==> config.mk <==
export PLATFORM = sky130hd
export DESIGN_NAME = traffic_phase_arbiter
export DESIGN_NICKNAME = d
export VERILOG_FILES = /design/src/rtl/traffic_phase_arbiter.sv
export SDC_FILE = /design/constraint.sdc
export NUM_CORES = 1
export LEC_CHECK = 0
export CAP_MARGIN = 30
export CORE_MARGIN = 3
export CORE_UTILIZATION = 48
export DETAILED_ROUTE_END_ITERATION = 16
export GPL_TIMING_DRIVEN = 0
export HOLD_SLACK_MARGIN = 0.05
export PLACE_DENSITY = 0.82
export SLEW_MARGIN = 15
export SYNTH_ARGS = -nofsm -noshare
export SYNTH_HDL_FRONTEND = slang
export SYNTH_SLANG_ARGS = --single-unit
==> constraint.sdc <==
create_clock -name clk -period 2.7 [get_ports clk]
set_input_delay 0.675 -clock clk [delete_from_list [all_inputs] [get_ports clk]]
set_output_delay 0.675 -clock clk [all_outputs]
set_load 0.02 [all_outputs]
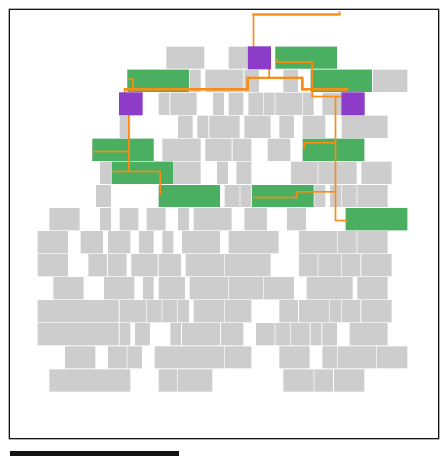
Fig. 1. Clock distribution (run 1).
The bar under the picture is 20 um long.
[green] flip-flops | count: 9
[orange] clock wires | length: 119 um
[purple] clock drivers | count: 3
routed clock nets: 4
insertion delay at the late pin of the worst-skew pair: 260 ps
clk_skew: 7.96 ps
Clock group: 104 uW
Clock Power Share: 0.076

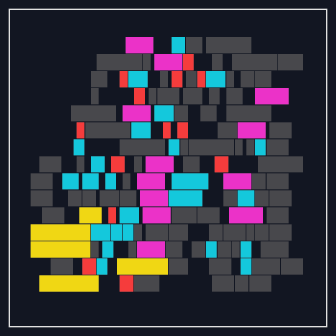
Fig. 2. Logic cells by family (run 1).
| color | family | cells |
|---|---|---|
| red | nand cells | 13 |
| magenta | fa/ha/maj cells | 12 |
| cyan | aoi and oai cells | 24 |
| yellow | mux cells | 5 |
most frequent logic cell in the layout: clkdlybuf4s50_1
logic share of the area: 0.584
fin cells: 156

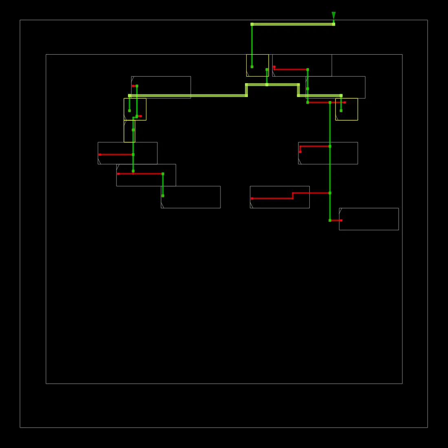
Fig. 3. The clock network (run 1).
CTS sink cnt: 9
cts bufs inserted: 3
layout clock buffer count: 4
Flop Count: 9

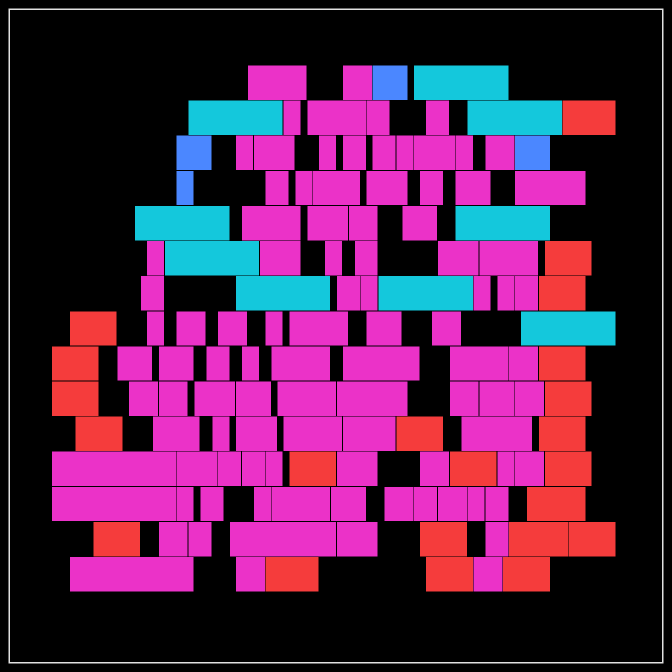
Fig. 4. Placed cells, one color a class (run 1).
| color | class | cells | share of their area |
|---|---|---|---|
| magenta | combinational and other logic | 96 | 63% |
| red | remaining buffers and delay cells | 22 | 19% |
| blue | clock drivers and dummy loads | 4 | 2.2% |
| cyan | sequential cells | 9 | 15% |
Finished Core Util: 0.676
core area: 1800 um^2
sequential share of cell area: 0.148
FP Rows: 15

==> results.sh, run 1 <==
# source this file to load flow results
export IMPL_yosys_warnings=0
export IMPL_num_nonclk_buffers=22
export IMPL_grt_max_degree=11
export IMPL_globalRouteTotalUtil=0.183
export IMPL_simple_gate_area_frac=0.238
export IMPL_topCellsByArea="dfxtp_1 (19%), ha_1 (16%), mux4_1 (8.3%)"
export IMPL_largest_reg_flops=4
export IMPL_post_synth_ao_oa_area_fraction=0.212
export IMPL_slew_headroom=0.808
export IMPL_wl_mm=2.16
export IMPL_die_y_um=50.5
export IMPL_placedCellCount=152
export IMPL_nets=153
export IMPL_logic_area_um2=712
export IMPL_max_freq_ghz=0.383
export IMPL_grt_pass1_wl_mm=3.65
export IMPL_synth_nets=128
export IMPL_place_worst_setup_slack_ps=70.7
export IMPL_synth_stat_cells=107
export IMPL_initCoreUtil=0.528
export IMPL_final_seq_area_um2=180
export IMPL_fin_crit_ps=2610
export IMPL_die_area_um2=2550
export IMPL_htree_levels=1
export IMPL_hold_slack_ps=566
export IMPL_lay_top_cells="clkdlybuf4s50_1 (18), inv_1 (11), ha_1 (10)"
export IMPL_leakage_uw=0.000539
export IMPL_placed_area_um2=1180
export IMPL_min_path_type="reg2reg"
export IMPL_dpl_hpwl_mm=1.64
export IMPL_yosysTopAreaCellShare=0.189
export IMPL_drc_errors=0
export IMPL_inv_count=11
export IMPL_clkSlewWorstSetupHoldPaths_ps=60
export IMPL_die_w_um=50.5
export IMPL_buf_share=0.187
export IMPL_p_total_uw=1350
export IMPL_ff_type="dfxtp_1"
export IMPL_drtIter0Drc=16
export IMPL_rrSetupSlack_ps=230
export IMPL_fin_tns_setup_ps=0
export IMPL_ys_chip_area_um2=951
export IMPL_clkCellAreaFrac=0.0216
export IMPL_edf_count=0
export IMPL_grt_pass1_vias=853
export IMPL_largest_cell_class="combinational gates"
export IMPL_ys_seq_frac=0.189
export IMPL_vias=888
export IMPL_synthMuxAreaShare=0.117
export IMPL_cts_hold_repair_buffers=0
export IMPL_status="finished, final reports clean"
export IMPL_tool_warnings=38
export IMPL_grt_remaining_overflow=0
export IMPL_routed_via_density=5.69
export IMPL_final_layout_size_suffix_gt1_frac=0.115
export IMPL_cts_resized=0
export IMPL_critPathKind="reg2out"
export IMPL_rr_worst_depth=8
export IMPL_clk_path_buf_depth=2
export IMPL_cp_end_kind="primary output"
export IMPL_vdd_drop_max_mv=0.577
export IMPL_xor_area_frac=0.0184
export IMPL_fillCellCount=173
export IMPL_drv_slew=0
export IMPL_syn_area_per_cell_um2=8.89
export IMPL_period_used=0.968
export IMPL_logic_family="simple AND/OR/NAND/NOR gates"
export IMPL_worst_pin_slew_ps=287
export IMPL_synth_area_um2=951
export IMPL_antenna_found_initial=0
export IMPL_cp_max_fo=8
export IMPL_wl_per_cell_um=13.8
export IMPL_syn_inst=107
export IMPL_ys_types=39
export IMPL_cts_tree="yes"
-- run 1: routing by layer --
layer  GRT usage  vias to the layer above  routed length [um]
li1            -                      444                   -
met3      0.0475                        2                  78
met1       0.219                      423                 975
met2       0.335                       19                1090
met5           0                        -                   0
met4      0.0224                        0                  13
-- run 1: critical path, stage by stage, from the launching register on --
cell	delay, ps
dfxtp_1	370
inv_1	110
ha_1	400
and3_1	190
clkdlybuf4s50_1	600
-- run 1: report_power, final --
part / internal (uW) / switching (uW) / total, uW
sequential: 175 / 49.9 / 225
clock: 56.9 / 46.6 / 104
combinational: 479 / 546 / 1030
total: 711 / 643 / 1350
Fig. 5: run 1, where the registers sit
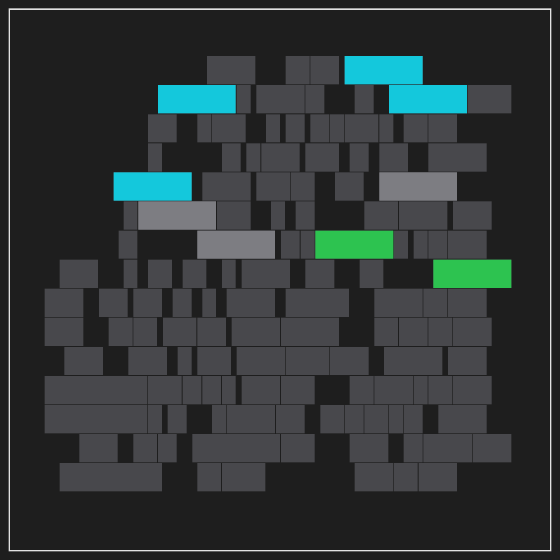

==> run 1 -> run 2 <==
--- a/config.mk
+++ b/config.mk
@@ -11,8 +11,9 @@
 export DETAILED_ROUTE_END_ITERATION = 16
 export GPL_TIMING_DRIVEN = 0
 export HOLD_SLACK_MARGIN = 0.05
-export PLACE_DENSITY = 0.82
+export PLACE_DENSITY_LB_ADDON = 0.05
 export SLEW_MARGIN = 15
 export SYNTH_ARGS = -nofsm -noshare
 export SYNTH_HDL_FRONTEND = slang
 export SYNTH_SLANG_ARGS = --single-unit
+export TNS_END_PERCENT = 50
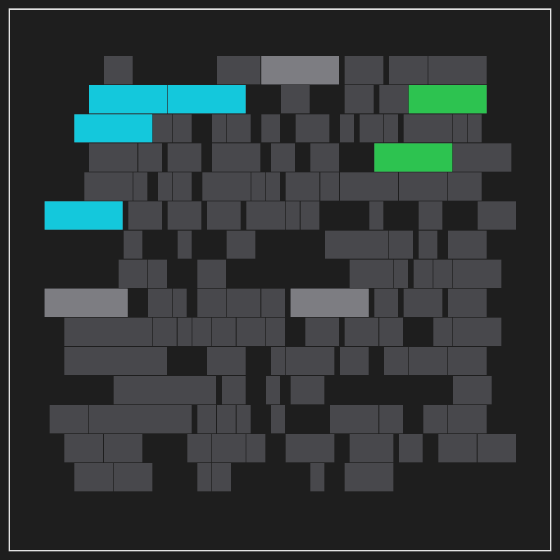
Fig. 6. Where the registers sit (run 2).
| color | name in the netlist | sequential cells |
|---|---|---|
| green | `state` | 2 |
| cyan | `cnt` | 4 |
not colored: 3
sequential share of cell area: 0.149
Register Area: 181 um^2
sequential power: 224 uW

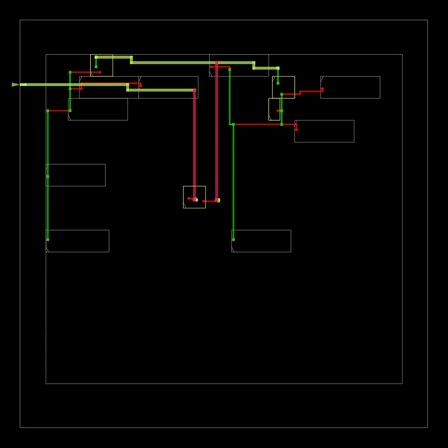
Fig. 7. The clock network (run 2).
insertion delay at the late pin of the worst-skew pair: 270 ps
Clock group: 106 uW

==> results.sh, run 2 <==
# source this file to load flow results
export IMPL_status="finished, final reports clean"
export IMPL_vias=873
export IMPL_cts_buffers=3
export IMPL_met1_length_um=997
export IMPL_max_freq_ghz=0.387
export IMPL_synth_area_um2=951
export IMPL_final_cells=156
export IMPL_port_buffers=20
export IMPL_slew_headroom=0.800
export IMPL_routabilityCongestion=0.842
export IMPL_globalRouteTotalUtil=0.183
export IMPL_place_worst_setup_slack_ps=75.3
export IMPL_yosysMostFrequentCell="ha_1"
export IMPL_ys_seq_frac=0.189
export IMPL_worst_pin_slew_ps=299
export IMPL_synth_largest_area_cell="dfxtp_1"
export IMPL_synthAdderAreaFrac=0.158
export IMPL_met2_length_um=883
export IMPL_grt_pass1_wl_mm=3.61
export IMPL_path_cells="buf_6 -> inv_1 -> ha_1 -> and3_1 -> clkdlybuf4s50_1"
export IMPL_pwr_share_seq=0.170
export IMPL_xor_area_frac=0.0184
export IMPL_hold_slack_ps=554
export IMPL_placed_area_um2=1180
export IMPL_antenna_found_initial=0
export IMPL_final_area_um2=1220
export IMPL_min_path_type="reg2reg"
export IMPL_netlist_top_cells_count="ha_1 (12), inv_1 (11), dfxtp_1 (9)"
export IMPL_leakage_uw=0.000538
export IMPL_final_layout_size_suffix_gt1_frac=0.122
export IMPL_post_synth_ao_oa_area_fraction=0.212
export IMPL_dr_pass1_iters=4
export IMPL_cp_end_kind="primary output"
export IMPL_switchingPower_uw=619
export IMPL_topCellsByArea="dfxtp_1 (19%), ha_1 (16%), mux4_1 (8.3%)"
export IMPL_drtIter0Drc=14
export IMPL_die_w_um=50.5
export IMPL_critPathSlowestCell="clkdlybuf4s50_1"
export IMPL_fin_tns_setup_ps=0
export IMPL_final_common_cell="clkdlybuf4s50_1"
export IMPL_clock_power_share=0.080
export IMPL_logic_family="simple AND/OR/NAND/NOR gates"
export IMPL_power_share_switching=0.469
export IMPL_top_power_group="combinational cells"
export IMPL_ff_type="dfxtp_1"
export IMPL_cts_hold_repair_buffers=0
export IMPL_die_y_um=50.5
export IMPL_initCoreUtil=0.528
export IMPL_fin_crit_ps=2590
export IMPL_largest_reg_flops=4
export IMPL_rsz0062_at_grt="false"
export IMPL_p_per_area_nw_per_um2=1080
export IMPL_slowest_delay_ps=530
export IMPL_drc_errors=0
export IMPL_p_total_uw=1320
export IMPL_fillCellCount=158
export IMPL_wl_per_cell_um=13.0
export IMPL_cp_start_kind="register"
export IMPL_finalHoldViolCount=0
export IMPL_hold_depth=2
export IMPL_die_area_um2=2550
export IMPL_intPower_uw=701
export IMPL_cp_max_fo=9
export IMPL_p_comb_uw=990
export IMPL_critical_path_required_ps=2030
export IMPL_nets=153
export IMPL_ios=24
export IMPL_cts_tree="yes"
export IMPL_edf_count=0
export IMPL_rr_worst_depth=8
export IMPL_syn2layout_area_growth_pct=28.2
export IMPL_synth_nets=128
export IMPL_ys_chip_area_um2=951
export IMPL_routed_via_density=5.60
export IMPL_rrSetupSlack_ps=240
export IMPL_top_layer="met4"
export IMPL_rows=15
export IMPL_clkSlewWorstSetupHoldPaths_ps=60
export IMPL_synthMuxAreaShare=0.117
export IMPL_final_util=0.676
export IMPL_arrival_ps=1910
export IMPL_drv_slew=0
export IMPL_period_used=0.958
export IMPL_placedCellCount=152
export IMPL_cts_sinks=9
export IMPL_p_comb_frac=0.750
export IMPL_grt_pass1_vias=804
export IMPL_lay_top_cells="clkdlybuf4s50_1 (17), inv_1 (11), ha_1 (10)"
export IMPL_dpl_hpwl_mm=1.55
export IMPL_postRouteAntennaNets=0
export IMPL_clk_path_buf_depth=2
export IMPL_htree_levels=1
export IMPL_syn_area_per_cell_um2=8.89
export IMPL_critPathKind="reg2out"
export IMPL_antennaDiodeCount=0
export IMPL_grt_remaining_overflow=0
export IMPL_yosys_warnings=0
export IMPL_synth_seq_cells=9
export IMPL_finClkSkew_ps=6.09
export IMPL_syn_inst=107
export IMPL_simple_gate_area_frac=0.238
export IMPL_vdd_drop_max_mv=0.512
export IMPL_fin_ws_ps=113
export IMPL_setup_viol=0
export IMPL_ys_types=39
export IMPL_async_flop_share=0
export IMPL_tool_warnings=38
export IMPL_yosysTopAreaCellShare=0.189
export IMPL_synth_stat_cells=107
export IMPL_post_cts_setup_buffer_count=0
export IMPL_wl_met3_um=123
export IMPL_cts_root_buf="clkbuf_4"
export IMPL_wl_mm=2.03
export IMPL_grt_max_degree=11
export IMPL_core_um2=1800
export IMPL_maxCapViolCount=0
[run 2: repair_timing]
item	in CTS	in global routing
setup endpoints to repair	1	3
gates resized	1	5
gates cloned	0	0
[run 2: layout make-up]
type	instances	area, um^2	share of cell area
multi-input combinational	85	712	0.584
inverter	11	41.3	0.0339
timing repair buffer	20	204	0.167
sequential	9	181	0.149
clock buffer	4	26.3	0.0216
buffer	2	22.5	0.0185
tap	25	31.3	0.0257
[run 2: worst max-delay path: cells and delay by family (launching register included)]
| family | cells | cell delay [ps] |
|---|---|---|
| DFF | 1 | 400 |
| buffers and inverters | 3 | 800 |
| and+or+nand+nor | 1 | 190 |
| adders and majority gates | 1 | 260 |
[run 2: metal layers]
metal  vias to the layer above  track usage
met3                         4       0.0564
met5                         -            0
met4                         0       0.0538
li1                        440            -
met2                        24        0.287
met1                       405        0.241
No activity file was given, so power comes from the tool's default toggle rates.
